<file path="src/rtl/idma_legalizer_pkg.sv">
// Shared types for the iDMA legalizer burst sequencer.
// Holds the datapath widths, the FSM state enum, the per-side page
// configuration struct and a small min helper used by the burst-length logic.
package idma_legalizer_pkg;

    localparam int unsigned AddrWidth     = 32;  // address and length width in bytes
    localparam int unsigned OffsetWidth   = 2;   // log2 of the bus width in bytes
    localparam int unsigned PageAddrWidth = 12;  // 4 KiB AXI boundary

    typedef logic [AddrWidth-1:0]     addr_t;
    typedef logic [AddrWidth-1:0]     len_t;
    typedef logic [PageAddrWidth:0]   page_len_t;   // one extra bit so a full page fits
    typedef logic [PageAddrWidth-1:0] page_addr_t;

    typedef enum logic {
        IDLE  = 1'b0,
        BURST = 1'b1
    } state_e;

    // Page configuration of one side (source or destination).
    typedef struct packed {
        logic       not_burst;   // page shrinks to a single bus beat
        logic       reduce_len;  // page limited to 2^max_llen beats
        logic [2:0] max_llen;    // log2 of the maximum beat count
    } side_cfg_t;

    function automatic len_t min_len(input len_t a, input len_t b);
        return (a < b) ? a : b;
    endfunction

endpackage

</file>
<file path="src/rtl/idma_legalizer_page_splitter.sv">
// Page splitter for one side of a transfer.
// Computes how many bytes remain from the current address up to the next
// page boundary, where the page size depends on the side configuration:
//   not_burst          -> 2^OffsetWidth (one beat)
//   otherwise          -> 2^min(OffsetWidth + (reduce_len ? max_llen : 8), PageAddrWidth)
// Ports:
//   addr_i               in   low PageAddrWidth bits of the current address
//   cfg_i                in   side configuration
//   bytes_to_boundary_o  out  bytes up to the page boundary, always >= 1
module idma_legalizer_page_splitter
    import idma_legalizer_pkg::*;
(
    input  page_addr_t addr_i,
    input  side_cfg_t  cfg_i,
    output page_len_t  bytes_to_boundary_o
);

    logic [4:0] log_size;
    page_len_t  page_size;
    page_len_t  page_off;

    always_comb begin
        log_size = 5'(OffsetWidth);
        if (!cfg_i.not_burst) begin
            if (cfg_i.reduce_len) begin
                log_size = 5'(OffsetWidth) + 5'(cfg_i.max_llen);
            end else begin
                log_size = 5'(OffsetWidth + 8);
            end
            // Never cross the 4 KiB boundary regardless of the beat count.
            if (log_size > 5'(PageAddrWidth)) begin
                log_size = 5'(PageAddrWidth);
            end
        end
    end

    assign page_size           = page_len_t'(1) << log_size;
    assign page_off            = page_len_t'(addr_i) & (page_size - page_len_t'(1));
    assign bytes_to_boundary_o = page_size - page_off;

endmodule

</file>
<file path="src/rtl/idma_legalizer_burst_sequencer.sv">
// Burst sequencer of the iDMA legalizer.
// Accepts one 1D transfer (src, dst, length) per request handshake and emits
// legal bursts, each bounded by the remaining length and by the src and dst
// page boundaries. Only one transfer is in flight at a time.
//
// Handshakes: both req_* and burst_* use valid/ready. A transfer moves when
// valid && ready are high at a rising clk_i edge; a valid burst holds all its
// data stable until it is taken, and burst_* never depends on req_* or
// burst_ready_i combinationally.
//
// Ports:
//   clk_i, rst_i             clock, synchronous active-high reset
//   req_valid_i/req_ready_o  transfer request handshake
//   req_src/dst_addr_i       transfer start addresses
//   req_length_i             transfer length in bytes (0 = consumed, no bursts)
//   req_src/dst_*_i          per-side page configuration
//   burst_valid_o/ready_i    burst handshake towards the backend
//   burst_src/dst_addr_o     burst start addresses
//   burst_len_o              burst length in bytes, never 0 while valid
//   burst_last_o             final burst of the transfer
//   busy_o                   transfer in progress
//   dbg_state_o              current FSM state for observation
module idma_legalizer_burst_sequencer
    import idma_legalizer_pkg::*;
(
    input  logic       clk_i,
    input  logic       rst_i,
    input  logic       req_valid_i,
    output logic       req_ready_o,
    input  addr_t      req_src_addr_i,
    input  addr_t      req_dst_addr_i,
    input  len_t       req_length_i,
    input  logic       req_src_not_burst_i,
    input  logic       req_src_reduce_len_i,
    input  logic [2:0] req_src_max_llen_i,
    input  logic       req_dst_not_burst_i,
    input  logic       req_dst_reduce_len_i,
    input  logic [2:0] req_dst_max_llen_i,
    output logic       burst_valid_o,
    input  logic       burst_ready_i,
    output addr_t      burst_src_addr_o,
    output addr_t      burst_dst_addr_o,
    output len_t       burst_len_o,
    output logic       burst_last_o,
    output logic       busy_o,
    output state_e     dbg_state_o
);

    state_e    state_q, state_d;
    addr_t     src_q, src_d;
    addr_t     dst_q, dst_d;
    len_t      rem_q, rem_d;
    side_cfg_t src_cfg_q, src_cfg_d;
    side_cfg_t dst_cfg_q, dst_cfg_d;

    page_len_t src_pb;
    page_len_t dst_pb;
    len_t      cur_len;
    logic      cur_last;

    idma_legalizer_page_splitter u_src_splitter (
        .addr_i              (src_q[PageAddrWidth-1:0]),
        .cfg_i               (src_cfg_q),
        .bytes_to_boundary_o (src_pb)
    );

    idma_legalizer_page_splitter u_dst_splitter (
        .addr_i              (dst_q[PageAddrWidth-1:0]),
        .cfg_i               (dst_cfg_q),
        .bytes_to_boundary_o (dst_pb)
    );

    assign cur_len  = min_len(rem_q, min_len(len_t'(src_pb), len_t'(dst_pb)));
    assign cur_last = (cur_len == rem_q);

    always_ff @(posedge clk_i) begin
        if (rst_i) begin
            state_q   <= IDLE;
            src_q     <= '0;
            dst_q     <= '0;
            rem_q     <= '0;
            src_cfg_q <= '0;
            dst_cfg_q <= '0;
        end else begin
            state_q   <= state_d;
            src_q     <= src_d;
            dst_q     <= dst_d;
            rem_q     <= rem_d;
            src_cfg_q <= src_cfg_d;
            dst_cfg_q <= dst_cfg_d;
        end
    end

    always_comb begin
        state_d       = state_q;
        src_d         = src_q;
        dst_d         = dst_q;
        rem_d         = rem_q;
        src_cfg_d     = src_cfg_q;
        dst_cfg_d     = dst_cfg_q;
        req_ready_o   = 1'b0;
        burst_valid_o = 1'b0;
        busy_o        = 1'b0;

        case (state_q)
            IDLE: begin
                req_ready_o = 1'b1;
                if (req_valid_i) begin
                    src_d     = req_src_addr_i;
                    dst_d     = req_dst_addr_i;
                    rem_d     = req_length_i;
                    src_cfg_d = '{req_src_not_burst_i, req_src_reduce_len_i, req_src_max_llen_i};
                    dst_cfg_d = '{req_dst_not_burst_i, req_dst_reduce_len_i, req_dst_max_llen_i};
                    // A zero-length request is consumed without emitting anything.
                    if (req_length_i != '0) begin
                        state_d = BURST;
                    end
                end
            end
            BURST: begin
                busy_o        = 1'b1;
                burst_valid_o = 1'b1;
                if (burst_ready_i) begin
                    src_d = src_q + cur_len;
                    dst_d = dst_q + cur_len;
                    rem_d = rem_q - cur_len;
                    if (cur_last) begin
                        state_d = IDLE;
                    end
                end
            end
            default: state_d = IDLE;
        endcase

        // While reset is asserted the block presents a quiet interface.
        if (rst_i) begin
            req_ready_o   = 1'b0;
            burst_valid_o = 1'b0;
            busy_o        = 1'b0;
        end
    end

    assign burst_src_addr_o = rst_i ? '0 : src_q;
    assign burst_dst_addr_o = rst_i ? '0 : dst_q;
    assign burst_len_o      = rst_i ? '0 : cur_len;
    assign burst_last_o     = rst_i ? 1'b0 : cur_last;
    assign dbg_state_o      = state_q;

endmodule

</file>
<file path="config.mk">
export PLATFORM = sky130hd
export DESIGN_NAME = idma_legalizer_burst_sequencer
export DESIGN_NICKNAME = d
export VERILOG_FILES = /design/src/rtl/idma_legalizer_pkg.sv /design/src/rtl/idma_legalizer_page_splitter.sv /design/src/rtl/idma_legalizer_burst_sequencer.sv
export SDC_FILE = /design/constraint.sdc
export NUM_CORES = 1
export LEC_CHECK = 0
export ABC_AREA = 1
export CORE_MARGIN = 2
export CORE_UTILIZATION = 40
export DETAILED_ROUTE_END_ITERATION = 10
export GPL_ROUTABILITY_DRIVEN = 0
export PLACE_DENSITY_LB_ADDON = 0.15
export SLEW_MARGIN = 30
export SYNTH_ARGS = -nofsm -noshare
export SYNTH_HDL_FRONTEND = slang
export SYNTH_SLANG_ARGS = --single-unit
</file>
<file path="constraint.sdc">
create_clock -name clk_i -period 17.8 [get_ports clk_i]
set_input_delay 5.34 -clock clk_i [delete_from_list [all_inputs] [get_ports clk_i]]
set_output_delay 5.34 -clock clk_i [all_outputs]
set_load 0.05 [all_outputs]
</file>
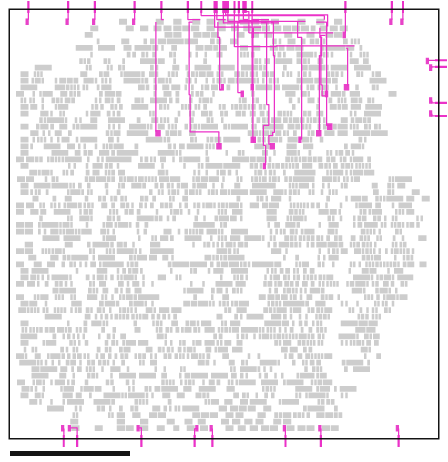
(nets reached from selected ports)
Scale bar: 50 um.
[burst_len_o] magenta | direction: output | end cells: 32 | buffers: 13 | wire: 990 um
Port-buffer cells: 191
boundary pin count: 211

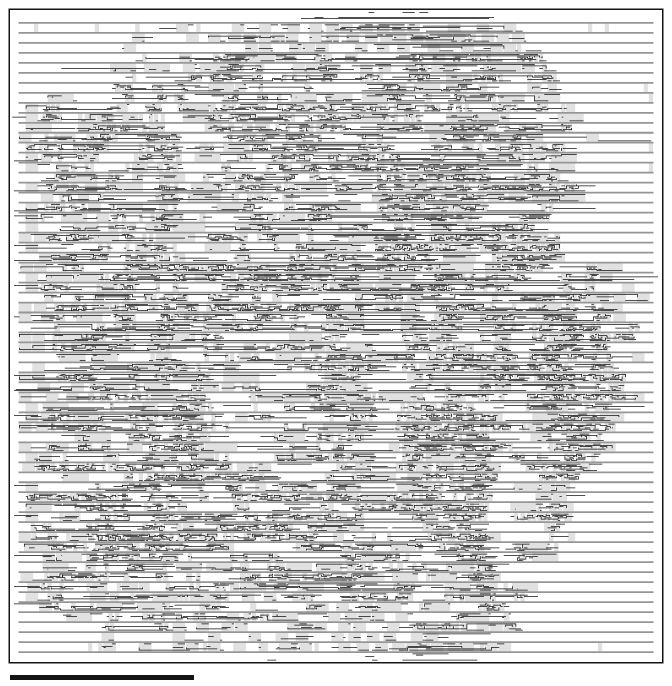
(M1 wires)
Scale bar: 50 um. Supply wires on this layer in grey. Cells faint in the background.
longest straight run: 51.1 um
wire length on this layer: 18,400 um
nets with wire on the layer: 2,249
final routed wirelength across all metal layers: 41,600 um
overall via count from detail_route: 13,400
GR Layer Usage met1: 0.343

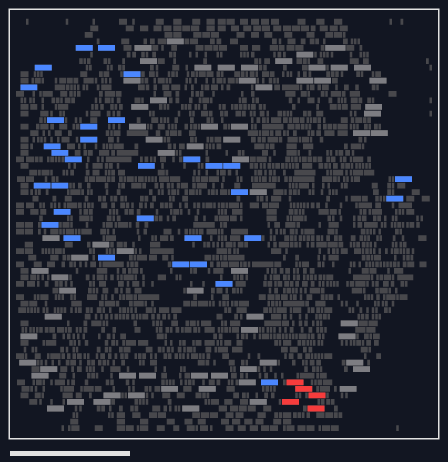
(register map, names as in the netlist)
Scale bar: 50 um.
[dst_q] blue | placed flops: 32
[src_cfg_q] red | placed flops: 5
Post-Route Utilization: 0.496
P_seq: 0.333 mW
flop share of the area: 0.146

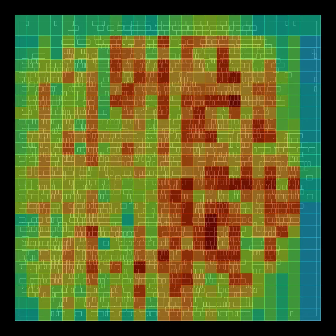
(routing congestion)
global router's overall resource usage: 0.260
met3 Use GR: 0.0379
routing layer with the top usage in global route: met2
routing usage on met2: 0.420

==> metrics.yaml <==
outcome:
  status: "finished clean"
critical_path:
  worst_path_most_repeated_cell: "nand2_1"
  regToRegStartpoint: "dst_cfg_q[1]"
  ff2ff_setup_slack_ns: 8.62
  data_arrival_time_of_the_worst_path_ns: 8.68
  timing.reg2reg.worst_path_depth: 56
  worstSetupEndpointType: "primary output"
  worstSetupPathType: "register to primary output"
  critical-path-max-stage-delay_ns: 0.82
  critical_path_required_time_ns: 12.46
  critical_path.startpoint_type: "register"
  worstPathMaxFanout: 15
  crit_path_top_delay_cell: "clkdlybuf4s50_1"
placed_design:
  hpwl_detailed_um: 33000
  dpl_cell_area_sq_um: 14400
  placedCellCount: 2545
  preCtsSetupSlack_ns: 4.30
final_timing:
  setup-violations-final: 0
  hold_slack_ns: 0.491
  timing.clock.skew_ns: 0.0153
  totalNegativeSetupSlack_ns: 0
  final_critical_path_setup_slack_ns: 3.78
  rsz0062_at_grt: "false"
  final_period_minus_worst_setup_slack_ns: 14.02
  hold_violations: 0
  transition_time_of_the_tightest_slew_check_pin_ns: 0.944
  maxSlewViolCount: 0
  slew_headroom: 0.371
  finalCritPeriodShare: 0.788
synth:
  netlist_instances: 1985
  synth-edff-count: 0
  synth.lib_cells_used.distinct: 53
  synth_flop_type: "dfxtp_1"
  dominant_cells_by_area_after_synthesis: "dfxtp_1 18%, nand2_1 14%, ha_1 11%, nor2_1 7.7%, inv_1 7.3%"
  synthAdderAreaFrac: 0.121
  async_reset_ff_frac: 0
  mux_area_frac: 0
  syn-mean-instance-area_sq_um: 6.07
  synth.yosys.chip_area_sq_um: 12100
  ys.warnings.count: 0
  synth.logic.top_family: "simple AND/OR/NAND/NOR gates"
  yosysTopAreaCell: "dfxtp_1"
  post_synth_instance_area_sq_um: 12100
  sequential_area_share_after_synthesis: 0.178
clocking:
  cts_made_buffers: 9
  cts.htree.levels: 3
  cts_tree: "done"
  clk_transition_reported_paths_ns: 0.07
  cts-root-to-sink-buffers: 2
  tritoncts_num_sinks: 107
  worst_skew_pair_latency_ns: 0.37
  clock-root-buffer: "clkbuf_16"
die:
  fp.dieW_um: 178
  floorplan.core_util: 0.407
  die_height_um: 178
  placement_rows: 63
  placeableCoreArea_sq_um: 29600
power_and_ir_drop:
  combinationalPowerShare: 0.781
  powerClk_mw: 0.224
  vdd_drop_max_mv: 0.0831
  p_leak_nw: 6.93
  power.share.clock: 0.088
  switching_share_of_power: 0.574
  power_top_consumer: "combinational cells"
  internal_power_mw: 1.08
  power_density_nw_per_um2: 173
  p_total_mw: 2.54
  comb-power_mw: 1.98
  power_share_of_the_sequential_group: 0.131
job:
  warning_count: 26
  maxCapViolations: 0
drt:
  violation_count_after_the_first_detailed_route_iteration: 1120
  vias_per_cell: 5.25
  wl_per_cell_um: 16.2
  drtPass1Iterations: 8
  drc_errors: 0
min_path:
  min_delay_src: "dst_cfg_q[2]"
global_route:
  grt_start_max_net_pins: 93
  grt_first_pass_wirelength_um: 65300
  global_route.overflow_total: 0
  first_global_vias: 12600
  initial_antenna_violation_count: 2
layout:
  final-instance-count-excl-fill: 2563
  area_growth_syn_to_layout_pct: 21.9
  post_route_cells_drive_above_1_share: 0.0497
  final_nets: 2390
## how the worst max path moves through the flow
stage                 startpoint  cells after the start  slack, ns            to
CTS                 dst_cfg_q[1]                     46       3.89  burst_last_o
finish              dst_cfg_q[1]                     45       3.78  burst_last_o
detailed placement  dst_cfg_q[1]                     46       4.30  burst_last_o
global route        src_cfg_q[1]                     46       2.94  burst_last_o
floorplan           dst_cfg_q[1]                     41       5.53  burst_last_o
global placement    dst_cfg_q[1]                     41       4.54  burst_last_o
## cell usage after synthesis, drive strengths merged, types with 30 or more instances
library cell  number
a21oi            163
buf               31
clkbuf            53
dfxtp            107
ha               109
inv              244
nand2            470
nand3            107
nor2             261
nor3              34
o211ai            47
o21ai            171
xnor2             30
xor2              44
## routing by layer
metal  vias up  share of wire  global-route usage  wire [um]
met5         -              0                   0          0
met1      6000           0.44               0.343      18400
met2       470           0.45               0.420      18800
met3       103          0.061              0.0379       2550
li1       6872              -                   -          -
met4         0          0.044               0.117       1840
## critical path, delay by kind of cell, from the launching register on
family | cells | cell delay [ns]
and+or+nand+nor | 27 | 3.45
AOI/OAI and AO/OA | 7 | 1.34
adders and majority gates | 6 | 1.95
buffers and inverters | 5 | 1.25
DFF | 1 | 0.34
## state kept, by name (all words and copies together) (netlist names)
register     flops
src_cfg_q        5
dst_cfg_q        5
dst_q           32
src_q           32
dbg_state_o      1
rem_q           32
## cells in the final DEF (no fill, tap or decap), types with 2 or more instances in the layout
| master | Yosys | layout |
|---|---|---|
| ha_1 | 109 | 109 |
| inv_6 | 0 | 2 |
| o21ai_2 | 9 | 9 |
| nand3_2 | 5 | 5 |
| a211oi_1 | 5 | 5 |
| o21bai_1 | 8 | 8 |
| nor3_1 | 31 | 31 |
| nor3_2 | 3 | 3 |
| a21oi_2 | 2 | 2 |
| a31oi_1 | 10 | 10 |
| clkdlybuf4s50_1 | 0 | 190 |
| o221ai_1 | 8 | 8 |
| o211ai_1 | 47 | 47 |
| nor2_2 | 10 | 10 |
| inv_1 | 234 | 234 |
| nor2_4 | 5 | 7 |
| nand3_1 | 101 | 101 |
| xor2_2 | 3 | 3 |
| nand2_1 | 450 | 450 |
| xnor2_1 | 30 | 30 |
| conb_1 | 1 | 55 |
| buf_16 | 0 | 2 |
| o21a_1 | 3 | 3 |
| a21o_1 | 12 | 12 |
| xor2_1 | 41 | 41 |
| clkbuf_16 | 0 | 10 |
| o21ai_0 | 151 | 151 |
| diode_2 | 0 | 2 |
| buf_4 | 20 | 8 |
| nand2_2 | 20 | 20 |
| o21ai_1 | 11 | 11 |
| nor4_1 | 15 | 15 |
| a21oi_1 | 161 | 161 |
| nand4_1 | 25 | 25 |
| inv_2 | 10 | 10 |
| or2_2 | 8 | 8 |
| dfxtp_1 | 107 | 106 |
| nor2_1 | 246 | 244 |
| fa_1 | 5 | 5 |
## final cells by class
class | instances | area [sq um] | share of cell area
diodes | 2 | 5.00 | 0.000341
clock buffers | 10 | 250 | 0.0170
clock inverters | 6 | 68.8 | 0.00468
inverters | 245 | 920 | 0.0626
multi-input cells | 1603 | 8800 | 0.599
flip-flops and latches | 107 | 2150 | 0.146
well taps | 390 | 488 | 0.0332
repair buffers | 200 | 2020 | 0.137
Power is estimated from default activity; no workload was simulated.
